--- src/rtl/prio_encoder_n.sv ---
// Registered N-to-clog2(N) priority encoder with valid/ready on both sides.
// Round-robin mode (pointer register and mode input) exists only when PRIO_ENC_RR_EN is defined.
module prio_encoder_n #(
    parameter int unsigned N = 8,
    parameter int unsigned W = 3
) (
    input  logic         clk,
    input  logic         rst,
    input  logic         in_valid,
    output logic         in_ready,
    input  logic [N-1:0] req,
    input  logic         mode,
    output logic         out_valid,
    input  logic         out_ready,
    output logic [W-1:0] out_code,
    output logic [N-1:0] out_onehot,
    output logic         out_zero
);

    logic         accept;
    logic         rr_sel;
    logic [W-1:0] ptr;
    logic [W-1:0] idx;
    logic         found;
    logic [W-1:0] win_code;
    logic [N-1:0] win_onehot;
    logic         win_zero;

    assign in_ready = !rst && (!out_valid || out_ready);
    assign accept   = in_valid && in_ready;

`ifdef PRIO_ENC_RR_EN
    logic [W-1:0] ptr_q;

    assign rr_sel = mode;
    assign ptr    = ptr_q;

    // Next search starts just below the last winner; wraps at N-1, not 2^W-1.
    always_ff @(posedge clk) begin
        if (rst) begin
            ptr_q <= W'(N - 1);
        end else if (accept && mode && !win_zero) begin
            ptr_q <= (win_code == '0) ? W'(N - 1) : win_code - 1'b1;
        end
    end
`else
    logic unused_mode;

    assign unused_mode = mode;
    assign rr_sel      = 1'b0;
    assign ptr         = W'(N - 1);
`endif

    always_comb begin
        win_code   = '0;
        win_onehot = '0;
        found      = 1'b0;
        idx        = '0;
        win_zero   = ~|req;
        if (rr_sel) begin
            // Search order ptr, ptr-1, ..., 0, N-1, ..., ptr+1.
            for (int s = 0; s < int'(N); s++) begin
                idx = W'((int'(ptr) - s + int'(N)) % int'(N));
                if (!found && req[idx]) begin
                    found    = 1'b1;
                    win_code = idx;
                end
            end
        end else begin
            for (int s = int'(N) - 1; s >= 0; s--) begin
                idx = W'(s);
                if (!found && req[idx]) begin
                    found    = 1'b1;
                    win_code = idx;
                end
            end
        end
        if (!win_zero) begin
            win_onehot[win_code] = 1'b1;
        end
    end

    always_ff @(posedge clk) begin
        if (rst) begin
            out_valid  <= 1'b0;
            out_code   <= '0;
            out_onehot <= '0;
            out_zero   <= 1'b0;
        end else if (accept) begin
            out_valid  <= 1'b1;
            out_code   <= win_code;
            out_onehot <= win_onehot;
            out_zero   <= win_zero;
        end else if (out_ready) begin
            out_valid  <= 1'b0;
        end
    end

endmodule

--- config.mk ---
export PLATFORM = sky130hd
export DESIGN_NAME = prio_encoder_n
export DESIGN_NICKNAME = d
export VERILOG_FILES = /design/src/rtl/prio_encoder_n.sv
export SDC_FILE = /design/constraint.sdc
export NUM_CORES = 1
export LEC_CHECK = 0
export CORE_UTILIZATION = 37
export DETAILED_ROUTE_END_ITERATION = 10
export PLACE_DENSITY = 0.76
export RECOVER_POWER = 50
export SYNTH_ARGS = -nofsm -noshare
export SYNTH_HDL_FRONTEND = slang
export SYNTH_SLANG_ARGS = --single-unit
--- constraint.sdc ---
create_clock -name clk -period 1.6 [get_ports clk]
set_input_delay 0.32 -clock clk [delete_from_list [all_inputs] [get_ports clk]]
set_output_delay 0.32 -clock clk [all_outputs]
set_load 0.01 [all_outputs]
**Nets reached from selected ports**

Scale: 12 px per um.
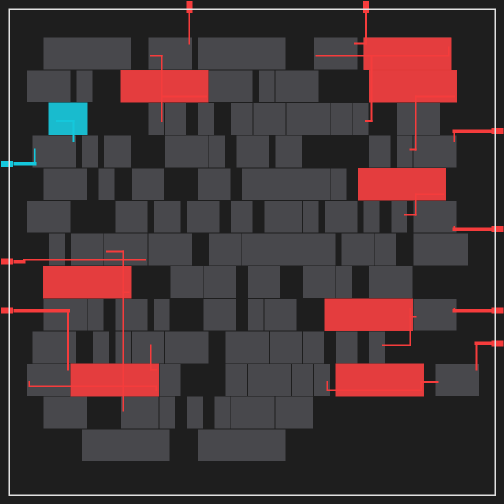
legend:
  out_ready:
    colour: cyan
    bits: 1
    direction: input
    end_cells: 1
    buffers: 1
    wire: 5.90 um
  out_onehot:
    colour: red
    bits: 8
    direction: output
    end_cells: 8
    buffers: 8
    wire: 126 um
Ports: 27
Port Buffer Count: 25

**Clock routing**

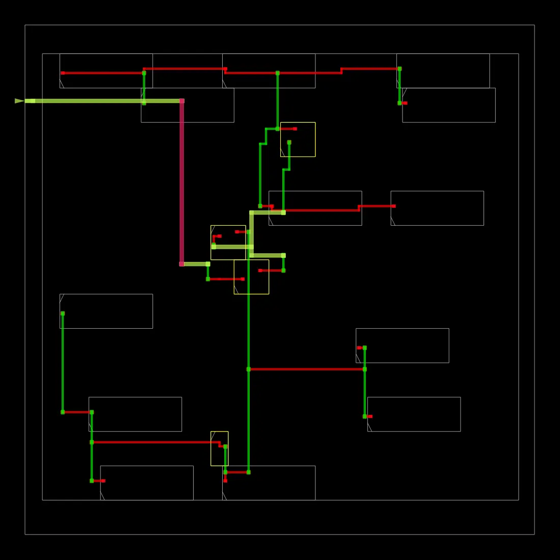
Flop Count: 13
clk_buf instances: 4
Final Skew: 0.00539 ns
Num CTS Buffers: 3

**Selected gate families**

Scale: 10 px per um.
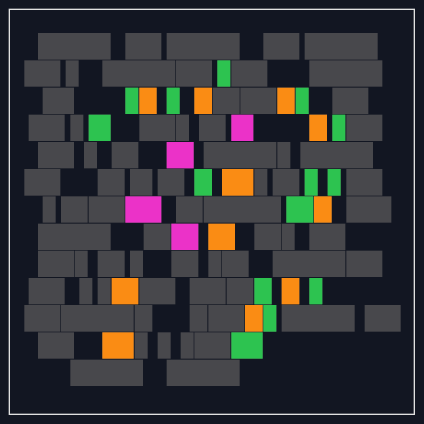
legend:
  aoi and oai cells:
    colour: orange
    cells: 11
    most_used: a21oi_1
  nand cells:
    colour: green
    cells: 14
    most_used: nand2_1
  and/or cells:
    colour: magenta
    cells: 4
    most_used: or4_1
    where: centre
combinational share of cell area: 0.290
most common logic cell in the routed design: clkdlybuf4s50_1
Final Non-Filler Cells: 118

==> impl_metrics.json <==
{
  "cts_root_buffer": "clkbuf_4",
  "critPathKind": "input port to flip-flop",
  "gp_congestion": 0.683,
  "clockBufferDepth": 2,
  "wirelength_um": 1380,
  "vias": 596,
  "dieWidth_um": 40.4,
  "adder_share": 0,
  "power_density_nw_per_um2": 738,
  "post-route-worst-setup-slack_ns": 0.0467,
  "grt_overflow": 0,
  "core_area_sq_um": 1330,
  "fillers": 126,
  "cts_tree": "yes",
  "outcome": "complete, no violations",
  "grtUsageMet1": 0.235,
  "reg.largest.list": "out_onehot: 8 flops, out_code: 3 flops",
  "warnings": 27,
  "place_ws_ns": -0.281,
  "synth-seq-cells": 13,
  "diodes": 0,
  "yosysWarnings": 0,
  "dp_hpwl_um": 1050,
  "dieHeight_um": 40.4,
  "grt_pass1_vias": 549,
  "top_layer_used": "met4",
  "whs_ns": 0.436
}
-- power by group through the flow --
stage / combinational [uW] / clock, uW / sequential, uW
4_1_cts: 136 / 208 / 341
3_3_place_gp: 133 / 0 / 348
6_report: 134 / 203 / 340
2_1_floorplan: 38.1 / 0 / 354
3_5_place_dp: 136 / 0 / 348
5_1_grt: 147 / 224 / 342
-- synthesized netlist by cell type --
library cell,count,area (sq um)
a21oi_1,7,35.0
nand3_1,2,10.0
nor2b_1,2,12.5
and3b_2,1,10.0
dfxtp_1,13,260
nor4_4,1,21.3
a311oi_1,1,8.76
nor2_1,12,45.0
or2_0,1,6.26
nand2b_1,1,6.26
o311a_1,1,10.0
inv_1,2,7.51
o21bai_1,1,7.51
buf_2,1,5.00
a22oi_1,1,7.51
nand2_1,9,33.8
nor3_1,2,10.0
nand3b_1,1,7.51
a32oi_1,1,8.76
nand4b_1,1,8.76
clkbuf_1,2,7.51
or4_1,2,15.0
-- placed cells by master (no fill, tap or decap), types with 2 or more instances in the layout --
master	n
nor3_1	2
inv_1	2
clkdlybuf4s50_1	22
or4_1	2
nor2_1	12
nand2_1	9
buf_4	11
dfxtp_1	13
clkbuf_4	3
clkbuf_1	2
a21oi_1	7
nand3_1	2
-- area by class of cell --
class	instances	area, sq um	share of cell area
sequential	13	260	0.283
timing repair buffer	37	339	0.369
tap	15	18.8	0.0204
multi-input combinational	47	267	0.290
inverter	2	7.51	0.00817
clock buffer	4	26.3	0.0286
-- final timing paths --
| check | start | to | slack (ns) | depth (start not counted) |
|---|---|---|---|---|
| worst max-delay path | req[7] | out_onehot[0] | 0.05 | 5 |
| worst min-delay path | req[6] | out_onehot[6] | 0.44 | 3 |
| worst min register to register | out_onehot[5] | out_onehot[5] | 0.45 | 2 |
| worst max register to register | out_valid | out_onehot[0] | 0.24 | 4 |
Power and IR drop assume default switching activity.
